$ cat src/rtl/sha_word_regbank_if.sv
// Handshake and data bundle between a word producer/consumer and sha_word_regbank.
// The master drives controls and words in; the slave (the register bank) returns the window.
interface sha_word_regbank_if #(
  parameter  int WIDTH     = 32,
  parameter  int NUM_WORDS = 16,
  localparam int CNT_W     = $clog2(NUM_WORDS + 1)
);
  logic                       start;
  logic [NUM_WORDS*WIDTH-1:0] data_i;
  logic                       shift_en;
  logic [WIDTH-1:0]           shift_i;
  logic                       clear;
  logic                       ready_i;
  logic [NUM_WORDS*WIDTH-1:0] data_o;
  logic [WIDTH-1:0]           head_o;
  logic [CNT_W-1:0]           fill_o;
  logic                       full_o;
  logic                       valid_o;

  modport master (
    output start, data_i, shift_en, shift_i, clear, ready_i,
    input  data_o, head_o, fill_o, full_o, valid_o
  );

  modport slave (
    input  start, data_i, shift_en, shift_i, clear, ready_i,
    output data_o, head_o, fill_o, full_o, valid_o
  );
endinterface

$ cat src/rtl/sha_word_regbank.sv
// Sliding word window for the SHA-256 message schedule: parallel load, serial shift-in,
// clear and hold, with a fill counter and a valid/ready handshake towards the round engine.
module sha_word_regbank #(
  parameter  int WIDTH     = 32,
  parameter  int NUM_WORDS = 16,
  localparam int CNT_W     = $clog2(NUM_WORDS + 1)
) (
  input logic                CLK,
  input logic                RST,
  sha_word_regbank_if.slave  bus
);

  localparam logic [CNT_W-1:0] FILL_FULL = CNT_W'(NUM_WORDS);

  logic [WIDTH-1:0] lanes_q [NUM_WORDS];
  logic [WIDTH-1:0] lanes_d [NUM_WORDS];
  logic [CNT_W-1:0] fill_q, fill_d;
  logic             valid_q, valid_d;
  logic             accept;

  assign accept = bus.ready_i & valid_q;

  always_comb begin
    lanes_d = lanes_q;
    fill_d  = fill_q;
    valid_d = valid_q;

    if (bus.clear) begin
      for (int k = 0; k < NUM_WORDS; k++) lanes_d[k] = '0;
      fill_d  = '0;
      valid_d = 1'b0;
    end else if (bus.start) begin
      for (int k = 0; k < NUM_WORDS; k++) lanes_d[k] = bus.data_i[k*WIDTH +: WIDTH];
      fill_d  = FILL_FULL;
      valid_d = 1'b1;
    end else if (bus.shift_en) begin
      for (int k = 0; k < NUM_WORDS - 1; k++) lanes_d[k] = lanes_q[k+1];
      lanes_d[NUM_WORDS-1] = bus.shift_i;
      // An accepted window restarts counting from the word shifted in this cycle.
      if (accept)                 fill_d = CNT_W'(1);
      else if (fill_q != FILL_FULL) fill_d = fill_q + CNT_W'(1);
      valid_d = !accept && (fill_d == FILL_FULL);
    end else if (accept) begin
      fill_d  = '0;
      valid_d = 1'b0;
    end
  end

  // NOTE: sequential state uses non-blocking assignments so every register samples
  // pre-edge values; the lane array is reset too because a cleared window must read as zero.
  always_ff @(posedge CLK) begin
    if (!RST) begin
      for (int k = 0; k < NUM_WORDS; k++) lanes_q[k] <= '0;
      fill_q  <= '0;
      valid_q <= 1'b0;
    end else begin
      lanes_q <= lanes_d;
      fill_q  <= fill_d;
      valid_q <= valid_d;
    end
  end

  for (genvar k = 0; k < NUM_WORDS; k++) begin : g_pack
    assign bus.data_o[k*WIDTH +: WIDTH] = lanes_q[k];
  end

  assign bus.head_o  = lanes_q[0];
  assign bus.fill_o  = fill_q;
  assign bus.full_o  = (fill_q == FILL_FULL);
  assign bus.valid_o = valid_q;

endmodule

$ cat src/flat_wrapper.sv
// flat-port wrapper written by rule: the top's interface ports become plain ports
module sha_word_regbank_flat 
#(
  parameter  int WIDTH     = 32,
  parameter  int NUM_WORDS = 16,
  localparam int CNT_W     = $clog2(NUM_WORDS + 1)
)
  (CLK, RST, bus_start, bus_data_i, bus_shift_en, bus_shift_i, bus_clear, bus_ready_i, bus_data_o, bus_head_o, bus_fill_o, bus_full_o, bus_valid_o);
  sha_word_regbank_if #(.WIDTH(WIDTH), .NUM_WORDS(NUM_WORDS)) bus_i ();
  input logic CLK;
  input logic RST;
  input wire logic [$bits(bus_i.start)-1:0] bus_start;
  input wire logic [$bits(bus_i.data_i)-1:0] bus_data_i;
  input wire logic [$bits(bus_i.shift_en)-1:0] bus_shift_en;
  input wire logic [$bits(bus_i.shift_i)-1:0] bus_shift_i;
  input wire logic [$bits(bus_i.clear)-1:0] bus_clear;
  input wire logic [$bits(bus_i.ready_i)-1:0] bus_ready_i;
  output wire logic [$bits(bus_i.data_o)-1:0] bus_data_o;
  output wire logic [$bits(bus_i.head_o)-1:0] bus_head_o;
  output wire logic [$bits(bus_i.fill_o)-1:0] bus_fill_o;
  output wire logic [$bits(bus_i.full_o)-1:0] bus_full_o;
  output wire logic [$bits(bus_i.valid_o)-1:0] bus_valid_o;
  assign bus_i.start = bus_start;
  assign bus_i.data_i = bus_data_i;
  assign bus_i.shift_en = bus_shift_en;
  assign bus_i.shift_i = bus_shift_i;
  assign bus_i.clear = bus_clear;
  assign bus_i.ready_i = bus_ready_i;
  assign bus_data_o = bus_i.data_o;
  assign bus_head_o = bus_i.head_o;
  assign bus_fill_o = bus_i.fill_o;
  assign bus_full_o = bus_i.full_o;
  assign bus_valid_o = bus_i.valid_o;
  sha_word_regbank #(.WIDTH(WIDTH), .NUM_WORDS(NUM_WORDS)) u_core (.CLK(CLK), .RST(RST), .bus(bus_i));
endmodule
$ cat config.mk
export PLATFORM = sky130hd
export DESIGN_NAME = sha_word_regbank_flat
export DESIGN_NICKNAME = d
export VERILOG_FILES = /design/src/rtl/sha_word_regbank_if.sv /design/src/rtl/sha_word_regbank.sv /design/src/flat_wrapper.sv
export SDC_FILE = /design/constraint.sdc
export NUM_CORES = 1
export LEC_CHECK = 0
export CORE_AREA = 2 2 435 437
export DETAILED_ROUTE_END_ITERATION = 10
export DIE_AREA = 0 0 437 439
export GPL_TIMING_DRIVEN = 0
export PLACE_DENSITY = 0.3
export SYNTH_ARGS = -nofsm -noshare
export SYNTH_HDL_FRONTEND = slang
export SYNTH_SLANG_ARGS = --single-unit
$ cat constraint.sdc
create_clock -name CLK -period 1.9 [get_ports CLK]
set_input_delay 0.19 -clock CLK [delete_from_list [all_inputs] [get_ports CLK]]
set_output_delay 0.19 -clock CLK [all_outputs]
set_load 0.05 [all_outputs]
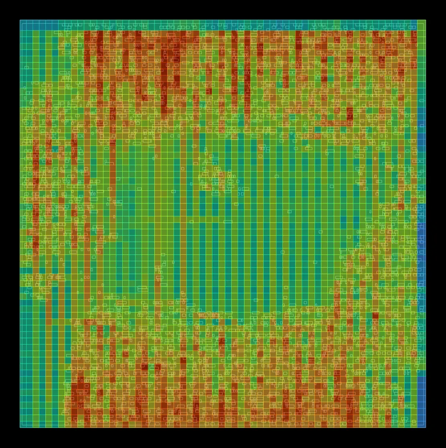
Fig. 1. Routing congestion map (run 1).
Avg WL per Cell: 28.6 um
met1 GRT Util: 22.9%
met3 Use GR: 3.74%
total track usage: 19.0%

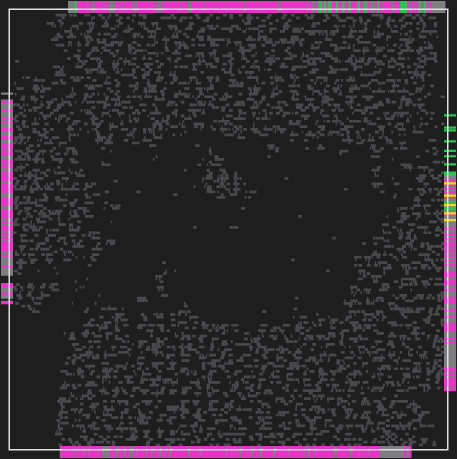
Fig. 2. I/O pins on the die edge (run 1).
(1 px per um) Pins as bars across the die edge, other pins in gray.
| color | port | pins | direction | edge |
|---|---|---|---|---|
| yellow | bus_fill_o | 5 | output | right |
| magenta | bus_data_i | 512 | input | 205 top, 200 bottom, 62 left, 45 right |
| green | bus_shift_i | 32 | input | 19 top, 13 right |
| red | bus_shift_en | 1 | input | right |
all pins by edge: 409 top, 381 bottom, 168 right, 143 left

==> results_dict.tcl, run 1 <==
# metrics dict for downstream scripts
set metrics [dict create \
    status "finished with violations" \
    violations "setup timing" \
    clock_skew_ns 0.0393 \
    rsz0062_at_grt "true" \
    required_ns 1.71 \
    ys_sh_simple_pct 16.6 \
    critPathArrivalTime_ns 1.71 \
    max_stage_delay_ns 0.36 \
    grt_pass1_wl_mm 248 \
    cp_cell_sequence "inv_4 > ha_4 > and4bb_4 > buf_12" \
    holdWs_ns 0.111 \
    ys_chip_area_um2 23800 \
    ys_warn_count 0 \
    fin_crit_ns 1.90 \
    dieArea_um2 192000 \
    postSynthSeqShare_pct 43.5 \
    first_pass_iters 5 \
    fin_crit_sh_pct 100 \
    adder_share_pct 0.105 \
    ant_nets 0 \
    setup_viol 1 \
    worst_slack_ns -0.00170 \
    logic_family "multiplexers" \
    crit_path_max_fanout 4 \
    initCoreUtil_pct 12.7 \
    die_h_um 439 \
    synth-xor-area-share_pct 0.0735 \
    aoi_share_pct 11.1 \
    swShare_pct 31.4 \
    p_total_w 0.0327 \
    fin_area_um2 40900 \
    drt_iter0_drc 1525 \
    synth-seq-cells 518 \
    num_vias 25416 \
    synthesis.area_um2 23800 \
    final_nets 4643 \
]
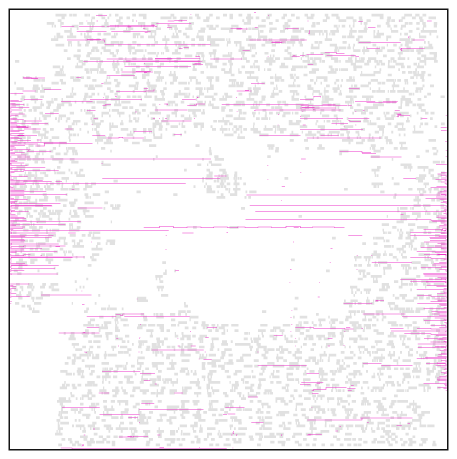
Fig. 3. The metal 3 layer (run 1).
(1 px per um) Cells faint in the background.
share of all routed wire: 5.1%
longest straight run: 200 um
main direction: horizontal
nets with wire on the layer: 491
wire length on this layer: 9720 um

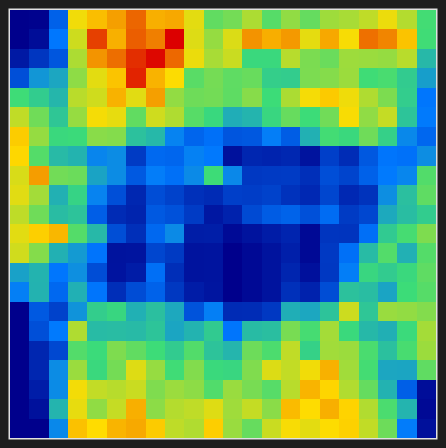
Fig. 4. Wire density map (run 1).
The die is cut into 22 by 22 equal tiles; dark blue is low, red is high, scaled to the fullest tile. Values are wire area over tile area, all layers added.
nearly empty tiles: 4.1%
mean over tiles: 0.15
fullest tile: 0.36
emptiest ninth of the die: middle
tiles over half the peak: 45%

run 1: per-layer routing:
metal | part of all wire, % | routed length (um) | global-route usage [%] | vias up
met3 | 5.1 | 9720 | 3.74 | 195
met4 | 1.9 | 3610 | 5.06 | 10
li1 | - | - | - | 12052
met1 | 41 | 78600 | 22.9 | 12373
met2 | 52 | 98300 | 34.2 | 786
met5 | 0.035 | 67 | 0 | -
run 1: synth_stat cells:
library cell	n	area, um2
and4b_2	1	11.3
buf_6	55	619
mux2i_1	514	5140
buf_1	1	3.75
nor3_1	1	5.00
o32ai_2	1	16.3
o22ai_1	1	6.26
ha_1	2	25.0
o21ai_1	1	5.00
clkbuf_1	78	293
nand2_1	5	18.8
nand4bb_1	1	11.3
xnor2_1	1	8.76
nand4_1	2	12.5
a21boi_1	1	7.51
a21oi_1	517	2590
nor2_1	1030	3870
xor2_1	1	8.76
buf_2	92	460
nand2b_1	1	6.26
dfxtp_1	518	10400
inv_2	1	3.75
o21ai_0	1	5.00
inv_1	2	7.51
o211ai_1	1	7.51
buf_4	34	255
nand3_1	1	5.00
a31o_1	1	8.76
buf_8	2	30.0
nor2_2	1	6.26
and4bb_4	1	16.3
run 1: worst paths after layout:
path / start / end / slack [ns] / depth (start not counted)
setup / recovery: u_core.bus.fill_o[0] / bus_full_o / -0.002 / 4
hold / removal: bus_data_i[303] / u_core.bus.data_o[303] / 0.11 / 3
setup reg to reg: u_core.bus.fill_o[0] / u_core.bus.valid_o / 0.49 / 6
hold reg to reg: u_core.bus.valid_o / u_core.bus.valid_o / 0.60 / 2
run 1: sequential cells by signal, indices dropped and copies added, names as in the netlist:
signal,count
u_core.bus.data_o,480
u_core.bus.head_o,32
u_core.bus.fill_o,5
u_core.bus.valid_o,1
run 1: critical path, delay by kind of cell (launching register included):
kind                     cells  cell delay, ns
flip-flops                   1            0.36
AND/OR/NAND/NOR              1            0.28
buffers and inverters        2            0.23
adder cells (fa/ha/maj)      1            0.13
run 1: repair_timing:
action,CTS,global route
resized,1881,7
cloned,0,0
pin swaps,1,1
setup endpoints to repair,951,3
buffers inserted,0,7
hold buffers,35,0
endpoints found under the hold margin,35,0
run 1: final cells by class:
cell class,count,share of cell area [%]
multi-input combinational,2086,28.9
clock inverter,19,0.468
buffer,262,4.12
inverter,3,0.0398
timing repair buffer,1140,27.6
tap,2495,7.64
clock buffer,112,5.64
sequential,518,25.5
antenna,17,0.104
run 1: power by group through the flow:
stage          logic, W  clock network (W)  registers, W
6_report        0.00595             0.0149        0.0118
3_5_place_dp    0.00609                  0        0.0121
3_3_place_gp    0.00611                  0        0.0121
4_1_cts         0.00604             0.0155        0.0119
5_1_grt         0.00631             0.0159        0.0119
2_1_floorplan   0.00196                  0        0.0129
run 1: placed cells by master (no fill, tap or decap), drive strengths merged, types with 17 or more instances in the layout:
cell           instances
clkbuf               190
buf                  306
dlygate4sd2           27
clkdlybuf4s15        396
diode                 17
dfxtp                518
dlygate4sd3           35
a21oi                517
clkdlybuf4s50        547
mux2i                514
nor2                1031
run 1: kinds of logic after synthesis:
family | after synthesis
compound gates | 524
mux | 514
simple gates | 1044
xor+xnor | 2
buf+inv | 265
fa+ha+maj | 2
flops | 518
==> inputs of run 2 (changes only) <==
Settings changed: CAP_MARGIN set to 40, RECOVER_POWER set to 50.
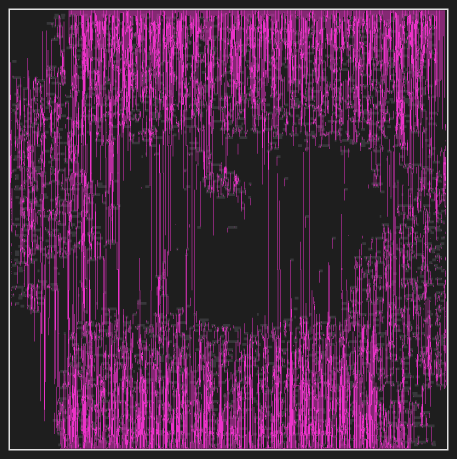
Fig. 5. M2 wires (run 2).
(1 px per um) Cells faint in the background.
main direction: vertical
nets with wire on the layer: 3706

==> results_dict.tcl, run 2 <==
# metrics dict for downstream scripts
set metrics [dict create \
    ys_chip_area_um2 23800 \
    largest_reg_flops 480 \
    ys_warn_count 0 \
    yosysTopAreaCell "dfxtp_1" \
    violations "setup timing" \
    synth_top_area_share_pct 43.5 \
    synthesis.area_um2 23800 \
    fin_crit_ns 1.93 \
    postSynthSeqShare_pct 43.5 \
    status "finished with violations" \
    avgRoutedWirePerCell_um 28.8 \
    grt.total_usage_pct 19.1 \
    setup_viol 23 \
    holdWs_ns 0.0995 \
    startpoint "bus_clear" \
    required_ns 2.44 \
    crit_path_max_fanout 10 \
    hold_start "bus_data_i[284]" \
    top_cells_by_area "dfxtp_1 (44%), mux2i_1 (22%), nor2_1 (16%)" \
    top_usage_layer "met2" \
    yosysMostFrequentCell "nor2_1" \
    final_nets 4610 \
    worst_slack_ns -0.0278 \
    ant_nets 0 \
    grt_pass1_wl_mm 248 \
]
## run 2: cell counts after synthesis
Identical to the previous run, type by type.
## run 2: critical path, stage by stage
cell and delay (ns):
clkdlybuf4s50_1 0.44, nand2b_1 0.26, clkbuf_4 0.47, clkbuf_2 0.36
clkbuf_1 0.61, nor2_1 0.11
## run 2: cell families after synthesis
kind of cell / count (synthesis) / synth area share, %
buffers and inverters: 265 / 7.02
multiplexers: 514 / 21.6
AND-OR/OR-AND: 524 / 11.1
adder cells (fa/ha/maj): 2 / 0.105
XOR/XNOR: 2 / 0.0735
flip-flops: 518 / 43.5
AND/OR/NAND/NOR: 1044 / 16.6
## run 2: area by class of cell
| type | count | area share [%] |
|---|---|---|
| timing repair buffer | 1106 | 27.1 |
| inverter | 3 | 0.0339 |
| tap | 2495 | 7.69 |
| buffer | 262 | 3.86 |
| antenna | 14 | 0.0863 |
| sequential | 518 | 25.7 |
| clock buffer | 127 | 6.14 |
| multi-input combinational | 2086 | 29.1 |
| clock inverter | 12 | 0.324 |
## run 2: path summary, 6_finish.rpt
path,endpoint,slack [ns],cells past startpoint
setup / recovery,u_core.bus.data_o[412],-0.03,6
hold / removal,u_core.bus.data_o[284],0.1,3
setup reg to reg,u_core.bus.valid_o,0.45,6
hold reg to reg,u_core.bus.valid_o,0.61,2
## run 2: through the flow
step	total power, W	std cells	setup TNS [ns]	worst slack (ns)	util (%)
after global routing	0.0344	6617	-5.31	-0.0881	21.7
after detailed placement	0.0182	6470	-448.17	-1.15	20.4
final	0.0331	6623	-0.218	-0.0278	21.7
after CTS	0.0338	6604	-0.143	-0.143	21.8
after global placement	0.0182	6462	-410.38	-1.05	20.3
after floorplan	0.0149	2869	0	0.140	-
## run 2: per-layer routing
layer | part of all wire, % | up-vias
met5 | 0.053 | -
li1 | - | 12024
met1 | 41 | 12423
met2 | 52 | 726
met3 | 4.8 | 209
met4 | 2.1 | 16
## run 2: power by group through the flow
stage	registers (W)	clock network (W)	logic [W]
6_report	0.0118	0.0154	0.00587
5_1_grt	0.0119	0.0163	0.00622
4_1_cts	0.0119	0.0160	0.00598
3_5_place_dp	0.0121	0	0.00611
3_3_place_gp	0.0121	0	0.00611
2_1_floorplan	0.0129	0	0.00196
## run 2: timing repair
item	4_1_cts	5_1_grt
resized	1773	23
setup buffers	0	5
hold endpoints to repair	1	0
pin swaps	1	1
setup endpoints to repair	951	22
hold buffers	1	0
Power is estimated from default activity; no workload was simulated.
